**src/rtl/serial_subtractor.sv**
```systemverilog
// Bit-serial unsigned subtractor: computes A - B LSB first, one bit per clock.
// D = {borrow, difference}, matching the ripple adder's (WIDTH+1)-bit result layout.
//
// state | meaning
// IDLE  | ready; accepts start and captures A/B
// SHIFT | one full-subtractor step per edge, LSB first
// DONE  | one-cycle done pulse; D holds the new result
module serial_subtractor #(
  parameter int WIDTH = 4
) (
  input  logic             clk,
  input  logic             rst,
  input  logic             start,
  input  logic [WIDTH-1:0] A,
  input  logic [WIDTH-1:0] B,
  output logic             ready,
  output logic             busy,
  output logic             done,
  output logic [WIDTH:0]   D
);

  localparam logic [1:0] IDLE  = 2'd0;
  localparam logic [1:0] SHIFT = 2'd1;
  localparam logic [1:0] DONE  = 2'd2;

  localparam int CW = (WIDTH > 1) ? $clog2(WIDTH) : 1;

  logic [1:0]       state;
  logic [WIDTH-1:0] a_sr;
  logic [WIDTH-1:0] b_sr;
  logic [WIDTH-2:0] res_sr;
  logic             borrow;
  logic [CW-1:0]    bits_left;

  logic             a_bit;
  logic             b_bit;
  logic             diff;
  logic             bout;
  logic [WIDTH-1:0] res_nxt;

  always_comb begin
    a_bit   = a_sr[0];
    b_bit   = b_sr[0];
    diff    = a_bit ^ b_bit ^ borrow;
    bout    = (~a_bit & b_bit) | (~(a_bit ^ b_bit) & borrow);
    res_nxt = {diff, res_sr};
  end

  assign ready = (state == IDLE);
  assign busy  = (state == SHIFT);
  assign done  = (state == DONE);

  always_ff @(posedge clk) begin
    if (rst) begin
      state     <= IDLE;
      a_sr      <= '0;
      b_sr      <= '0;
      res_sr    <= '0;
      borrow    <= 1'b0;
      bits_left <= '0;
      D         <= '0;
    end else begin
      case (state)
        IDLE: begin
          if (start) begin
            a_sr      <= A;
            b_sr      <= B;
            res_sr    <= '0;
            borrow    <= 1'b0;
            bits_left <= CW'(WIDTH - 1);
            state     <= SHIFT;
          end
        end
        SHIFT: begin
          a_sr      <= a_sr >> 1;
          b_sr      <= b_sr >> 1;
          res_sr    <= res_nxt[WIDTH-1:1];
          borrow    <= bout;
          bits_left <= bits_left - CW'(1);
          // D is only written here so partial results never leak out
          if (bits_left == '0) begin
            D     <= {bout, res_nxt};
            state <= DONE;
          end
        end
        DONE:    state <= IDLE;
        default: state <= IDLE;
      endcase
    end
  end

endmodule
```
**config.mk**
```make
export PLATFORM = sky130hd
export DESIGN_NAME = serial_subtractor
export DESIGN_NICKNAME = d
export VERILOG_FILES = /design/src/rtl/serial_subtractor.sv
export SDC_FILE = /design/constraint.sdc
export NUM_CORES = 1
export LEC_CHECK = 0
export CORE_UTILIZATION = 50
export CTS_BUF_LIST = sky130_fd_sc_hd__clkbuf_4 sky130_fd_sc_hd__clkbuf_8
export DETAILED_ROUTE_END_ITERATION = 8
export PLACE_DENSITY = 0.86
export SETUP_SLACK_MARGIN = 0.3
export SLEW_MARGIN = 10
export SYNTH_ARGS = -nofsm -noshare
export SYNTH_HDL_FRONTEND = slang
export SYNTH_SLANG_ARGS = --single-unit
```
**constraint.sdc**
```tcl
create_clock -name clk -period 3.2 [get_ports clk]
set_input_delay 0.96 -clock clk [delete_from_list [all_inputs] [get_ports clk]]
set_output_delay 0.96 -clock clk [all_outputs]
set_load 0.02 [all_outputs]
```
### Routed clock nets over the placement, run 1

The bar under the picture is 10 um long.
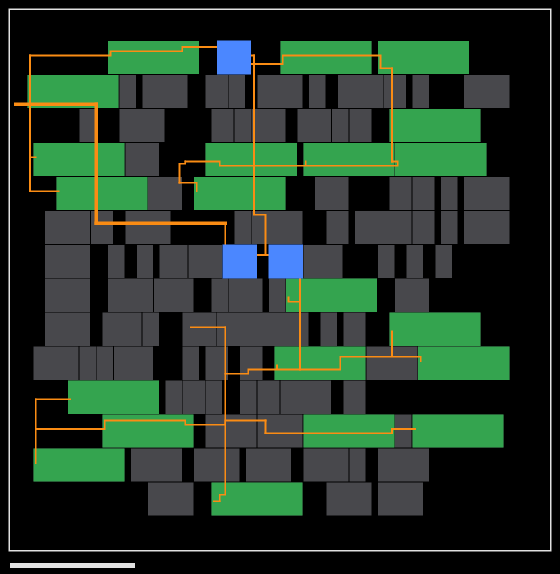
[green] flip-flops | count: 21
[orange] clock wires | length: 213 um
[blue] cells driving clock nets | count: 3
flops lie: widely spread
routed clock nets: 4

### Logic cells by family, run 1

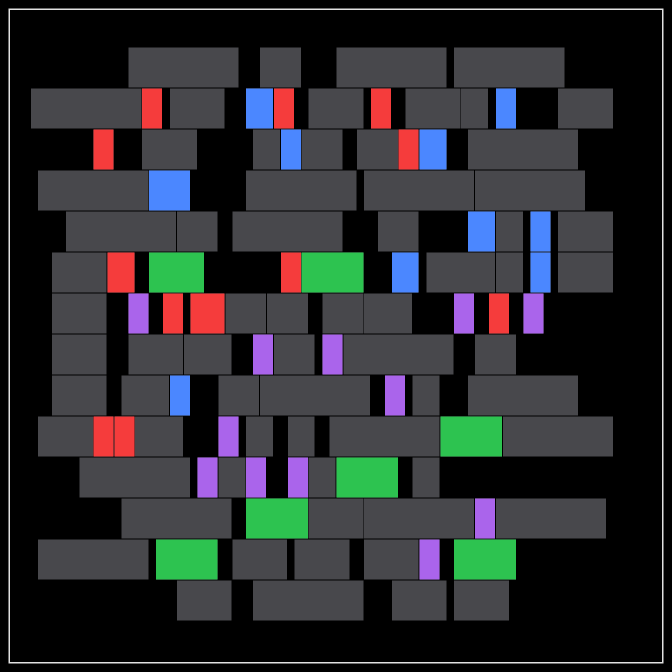
[purple] inverters | cells: 12 | most used: inv_1
[green] AND-OR and OR-AND gates | cells: 7 | most used: o221a_2
[red] NOR gates | cells: 12 | most used: nor2_1
[blue] NAND gates | cells: 10 | most used: nand2_1

==> deck_impl_summary.md, run 1 <==
Flow Results at a Glance

Finish
  • Most frequent logic cell in the layout: dfxtp_1
  • Non-clock buffers: 19
  • Clkbuf count: 4
  • Fraction of layout cells with a size suffix above 1: 0.119
  • FILL cells: about 140
  • Comb/total area: 0.336
  • Top Layout Cells: dfxtp_1, clkdlybuf4s50_1, inv_1

Setup path
  • Top Family by Delay on Critical Path: buffers and inverters
  • CP Data Arrival Time: about 1700 ps
  • Startpoint Class: register
  • Flop-to-flop setup slack: around 1800 ps
  • Reg-to-reg startpoint: bits_left[0]

Final timing
  • Setup_tns: 0 ps
  • Slew margin rel.: 0.525
  • Final worst setup slack: 523 ps
  • Hold Fails Final Rpt: 0
  • RSZ-0062 raised after global routing: false

Global route
  • All-Layer GR Usage: 0.189
  • Gr ovfl total: 0

Power and ir drop
  • P_comb: between 100 and 150 uW
  • Switching power: 138 uW
  • Net Sw Frac: 0.263
  • Int Power: slightly below 400 uW
  • Power density cells: just under 500 nW/um^2

Synth
  • Yosys Chip Area: 851 sq um
  • Synth top cells by count: dfxtp_1, inv_1, a21oi_1, nor2_1, o221a_2
  • Ys flop type: dfxtp_1
  • Netlist cell types: 23
  • Cell area leaders: dfxtp_1, o221a_2, a21oi_1
  • EDFF count, synth: 0
  • Syn_area_per_cell: approximately 9.5 sq um
  • Post-synth seq share: 0.494

Hold path
  • Min-delay worst type: register to register
  • Hold path depth: 2
  • Hold Path Sink: D[1]

CTS
  • Worst-Skew Late Latency: approximately 290 ps
  • Postcts setup bufs: 0
  • Clock Sink Count: 21

Route
  • Met3 wire length: ~38 um

Place
  • Port bufs: 18
  • Post-DP Area: around 1000 sq um

Die
  • Core ar.: around 1500 sq um
  • # Taps: 16

Job
  • Count of tool warnings: 26
  • Max-Cap Viols: 0

Run status
  • Outcome: finished, final reports clean
### Cell classes on the final placement, run 1

The bar under the picture is 10 um long.
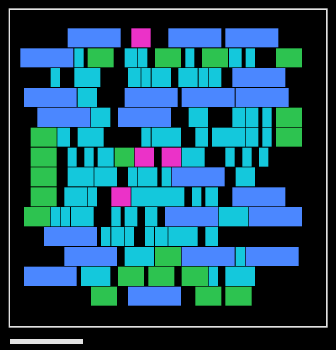
[cyan] all other logic | cells: 65 | share of their area: 39%
[magenta] clock drivers and dummy loads | cells: 4 | share of their area: 2.9%
[green] other buffers and delay cells | cells: 19 | share of their area: 18%
[blue] flip-flops | cells: 21 | share of their area: 40%

### Where the registers sit, run 1

The bar under the picture is 10 um long.
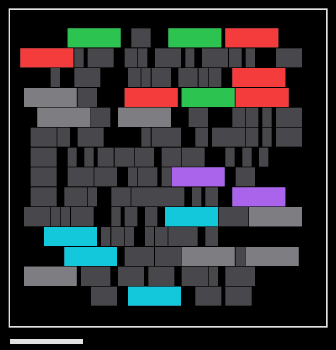
[green] res_sr | sequential cells: 3
[cyan] a_sr | sequential cells: 4
[red] D | sequential cells: 5
[purple] bits_left | sequential cells: 2
not coloured: 7

==> run 1: per-layer routing <==
metal | vias to the layer above | GRT usage
li1 | 351 | -
met1 | 321 | 0.259
met2 | 9 | 0.290
met3 | 2 | 0.0383
met4 | 0 | 0.0727
met5 | - | 0
==> run 1: logic make-up after synthesis <==
logic type / Yosys count / share of synthesized area
adder cells (fa/ha/maj): 2 / 0.0382
multiplexers: 2 / 0.0235
flip-flops: 21 / 0.494
AND/OR/NAND/NOR: 23 / 0.122
buffers and inverters: 16 / 0.0882
AND-OR/OR-AND: 26 / 0.234
==> run 1: state kept, by name, indices dropped and copies added, names as in the netlist <==
signal and cells:
D 5, a_sr 4, b_sr 4, res_sr 3, bits_left 2, state 2
borrow 1
### Congestion heat map, run 1

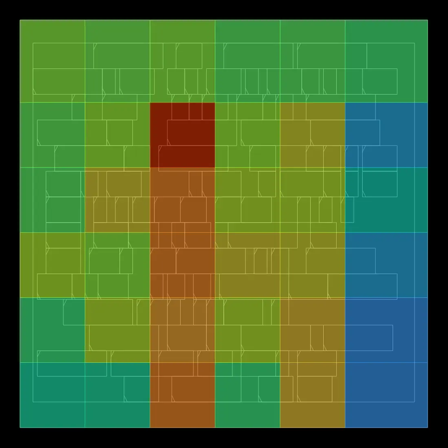

## Run 2: what changed since run 1
- clock period: 3.2 -> 2.7 ns (I/O delays scaled with it)
### Congestion heat map, run 2

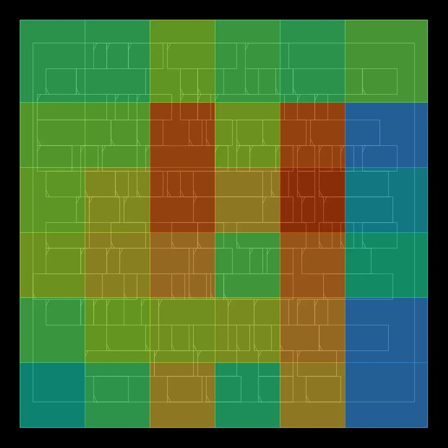
routing usage on met3: 0.0426
grt met2 use: 0.313
final core occ: 0.691

### Where the registers sit, run 2

The bar under the picture is 10 um long.
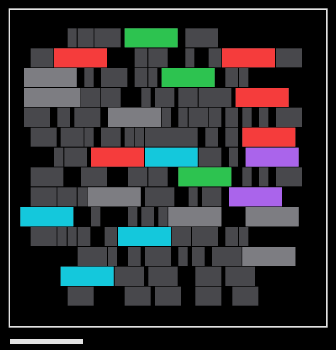
[cyan] a_sr | sequential cells: 4
[green] res_sr | sequential cells: 3
[purple] bits_left | sequential cells: 2
[red] D | sequential cells: 5
not coloured: 7

==> deck_impl_summary.md, run 2 <==
Flow Results at a Glance

Synth
  • Syn_area_per_cell: around 9.5 sq um
  • EDFF count, synth: 0
  • Cell area leaders: dfxtp_1, o221a_2, a21oi_1
  • Ys flop type: dfxtp_1
  • Yosys Chip Area: about 850 sq um
  • Post-synth seq share: 0.494
  • Netlist cell types: 23
  • Synth top cells by count: dfxtp_1, inv_1, a21oi_1, nor2_1, o221a_2

Finish
  • Fraction of layout cells with a size suffix above 1: 0.128
  • Top reg by flops: D
  • FILL cells: 129
  • Top Layout Cells: dfxtp_1, clkdlybuf4s50_1, inv_1
  • Register Area: about 420 sq um
  • Most frequent logic cell in the layout: dfxtp_1

Power and ir drop
  • Int Power: around 460 uW
  • Net Sw Frac: 0.269
  • Power density cells: 588 nW/um^2
  • P_comb: roughly 120 uW
  • Switching power: roughly 170 uW

CTS
  • Postcts setup bufs: 0
  • Worst-Skew Late Latency: between 200 and 300 ps
  • Clock Sink Count: 21

Job
  • Count of tool warnings: 26
  • Max-Cap Viols: 0

Final timing
  • RSZ-0062 raised after global routing: false
  • Setup_tns: 0 ps
  • Hold Fails Final Rpt: 0
  • Slew margin rel.: 0.513

Die
  • DIE AREA: 1870 sq um
  • Ports: 19
  • Core ar.: between 1500 and 2000 sq um
  • Die Width: about 43 um

Run status
  • Outcome: finished, final reports clean

Global route
  • Busiest layer in global routing: met2
  • Met1 GRT Util: 0.269

Hold path
  • Min-delay worst type: register to register

Route
  • Routed vias: 685

Setup path
  • CP Data Arrival Time: 1490 ps
  • Data required, critical path: roughly 1900 ps
  • Startpoint Class: register

Place
  • Port bufs: 18
### Logic cells by family, run 2

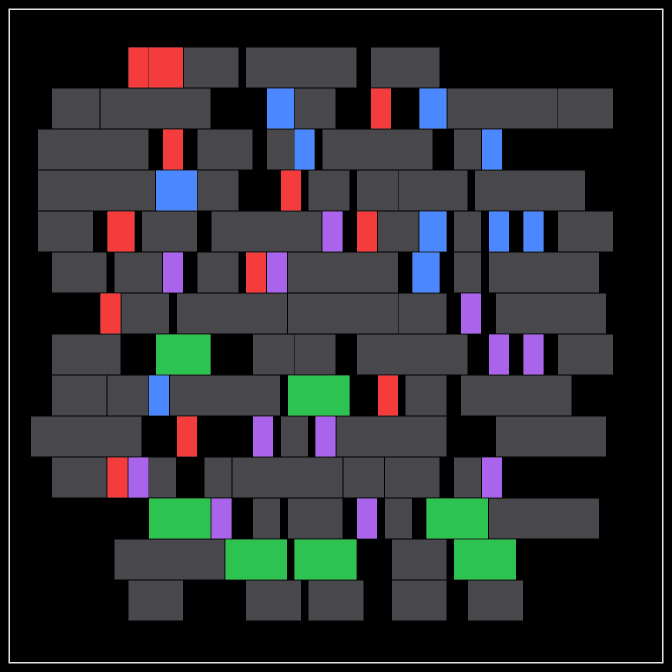
[red] NOR gates | cells: 12 | most used: nor2_1
[purple] inverters | cells: 12 | most used: inv_1
[green] AND-OR and OR-AND gates | cells: 7 | most used: o221a_2
[blue] NAND gates | cells: 10 | most used: nand2_1

==> run 2: path summary, 6_finish.rpt <==
check | start | to | slack (ps) | depth (start not counted)
max reg2reg | bits_left[0] | D[4] | 1330 | 5
min reg2reg | D[1] | D[1] | 460 | 2
max | state[1] | done | 400 | 2
min | D[1] | D[1] | 460 | 2
==> run 2: area by class of cell <==
type,instances,share of cell area
inverters,12,0.0423
clock buffers,4,0.0282
flip-flops and latches,21,0.396
well taps,16,0.0188
repair buffers,19,0.181
multi-input cells,53,0.334
==> run 2: kinds of logic after synthesis <==
logic type | count (synthesis) | share of synthesized area
compound gates | 26 | 0.234
simple gates | 23 | 0.122
flops | 21 | 0.494
buf+inv | 16 | 0.0882
mux | 2 | 0.0235
fa+ha+maj | 2 | 0.0382
## Run 3: what changed since run 2
- HOLD_SLACK_MARGIN: unset -> 0.12
### Cell classes on the final placement, run 3

The bar under the picture is 10 um long.
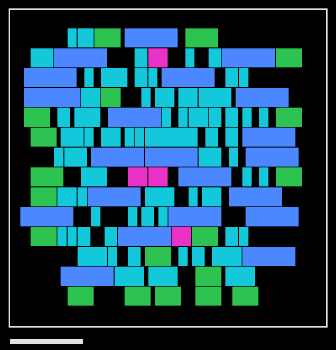
[blue] flip-flops | cells: 21 | share of their area: 40%
[magenta] clock drivers and dummy loads | cells: 4 | share of their area: 2.9%
[cyan] all other logic | cells: 65 | share of their area: 38%
[green] other buffers and delay cells | cells: 19 | share of their area: 18%

### Routed clock nets over the placement, run 3

The bar under the picture is 10 um long.
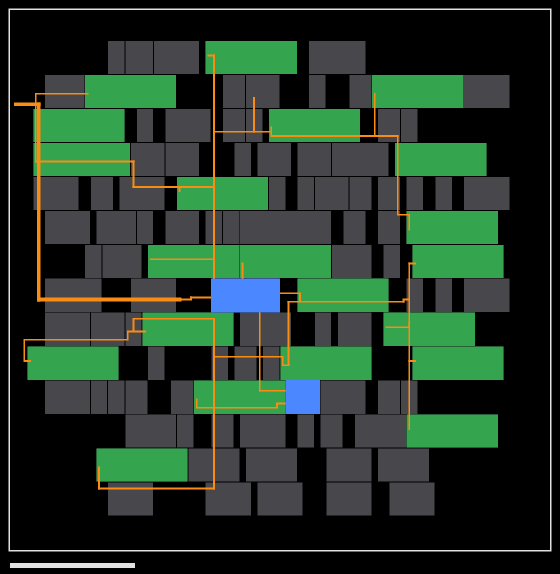
[orange] clock wires | length: 227 um
[green] flip-flops | count: 21
[blue] cells driving clock nets | count: 3
routed clock nets: 4

### Logic cells by family, run 3

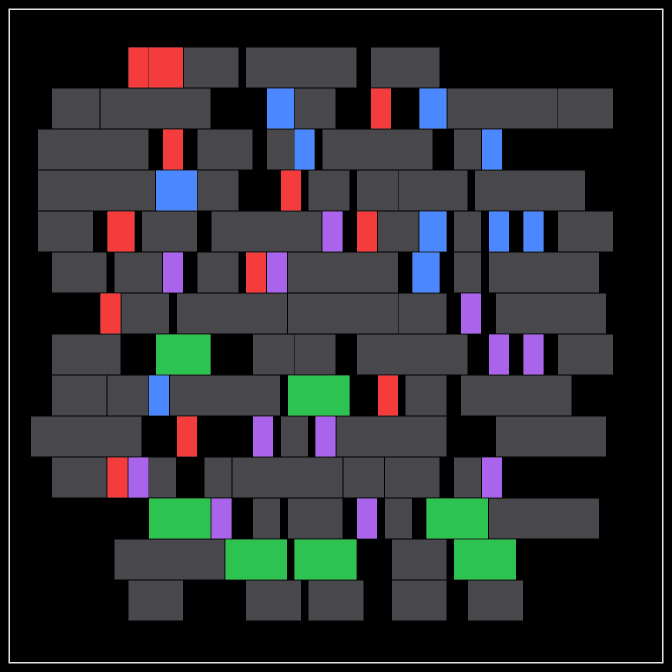
[green] AND-OR and OR-AND gates | cells: 7 | most used: o221a_2
[red] NOR gates | cells: 12 | most used: nor2_1
[blue] NAND gates | cells: 10 | most used: nand2_1
[purple] inverters | cells: 12 | most used: inv_1

==> deck_impl_summary.md, run 3 <==
Flow Results at a Glance

Finish
  • Register Area: 422 sq um
  • Flops: 21
  • Layout clock area frac: 0.0282
  • Non-CTS inverters: 12
  • Fraction of layout cells with a size suffix above 1: 0.128
  • Top Layout Cells: dfxtp_1, clkdlybuf4s50_1, inv_1

Synth
  • Complex Gates by Area: 0.234
  • Ys flop type: dfxtp_1
  • Top logic family: AND-OR/OR-AND gates
  • Yosys Chip Area: 851 sq um
  • Adder share: 0.0382
  • Simple Share, Synth: 0.122

CTS
  • Worst-Skew Late Latency: between 200 and 300 ps

Global route
  • Grt met2 use: 0.313
  • Met1 GRT Util: 0.269

Setup path
  • Data required, critical path: 1890 ps

Route
  • Routed vias: between 600 and 700

Run status
  • Outcome: finished, final reports clean

Final timing
  • Slew margin rel.: 0.513
  • Hold Fails Final Rpt: 0
run 3: cell counts after synthesis:
No cell type changed its count.
run 3: path summary, 6_finish.rpt:
check,startpoint,end,slack [ps],depth (start not counted)
max,state[1],done,400,2
min,D[1],D[1],460,2
max reg2reg,bits_left[0],D[4],1330,5
min reg2reg,D[1],D[1],460,2
run 3: power by group through the flow:
stage          sequential [mW]  clock, mW  combinational (mW)
4_1_cts                  0.347      0.159               0.120
2_1_floorplan            0.352          0              0.0815
6_report                 0.347      0.159               0.119
5_1_grt                  0.350      0.174               0.133
3_3_place_gp             0.353          0               0.116
3_5_place_dp             0.354          0               0.119
run 3: worst max-delay path, delay by kind of cell, from the launching register on:
kind          cells  cell delay [ps]
buf+inv           1              590
flops             1              440
simple gates      1              170
Power and IR drop assume default switching activity.
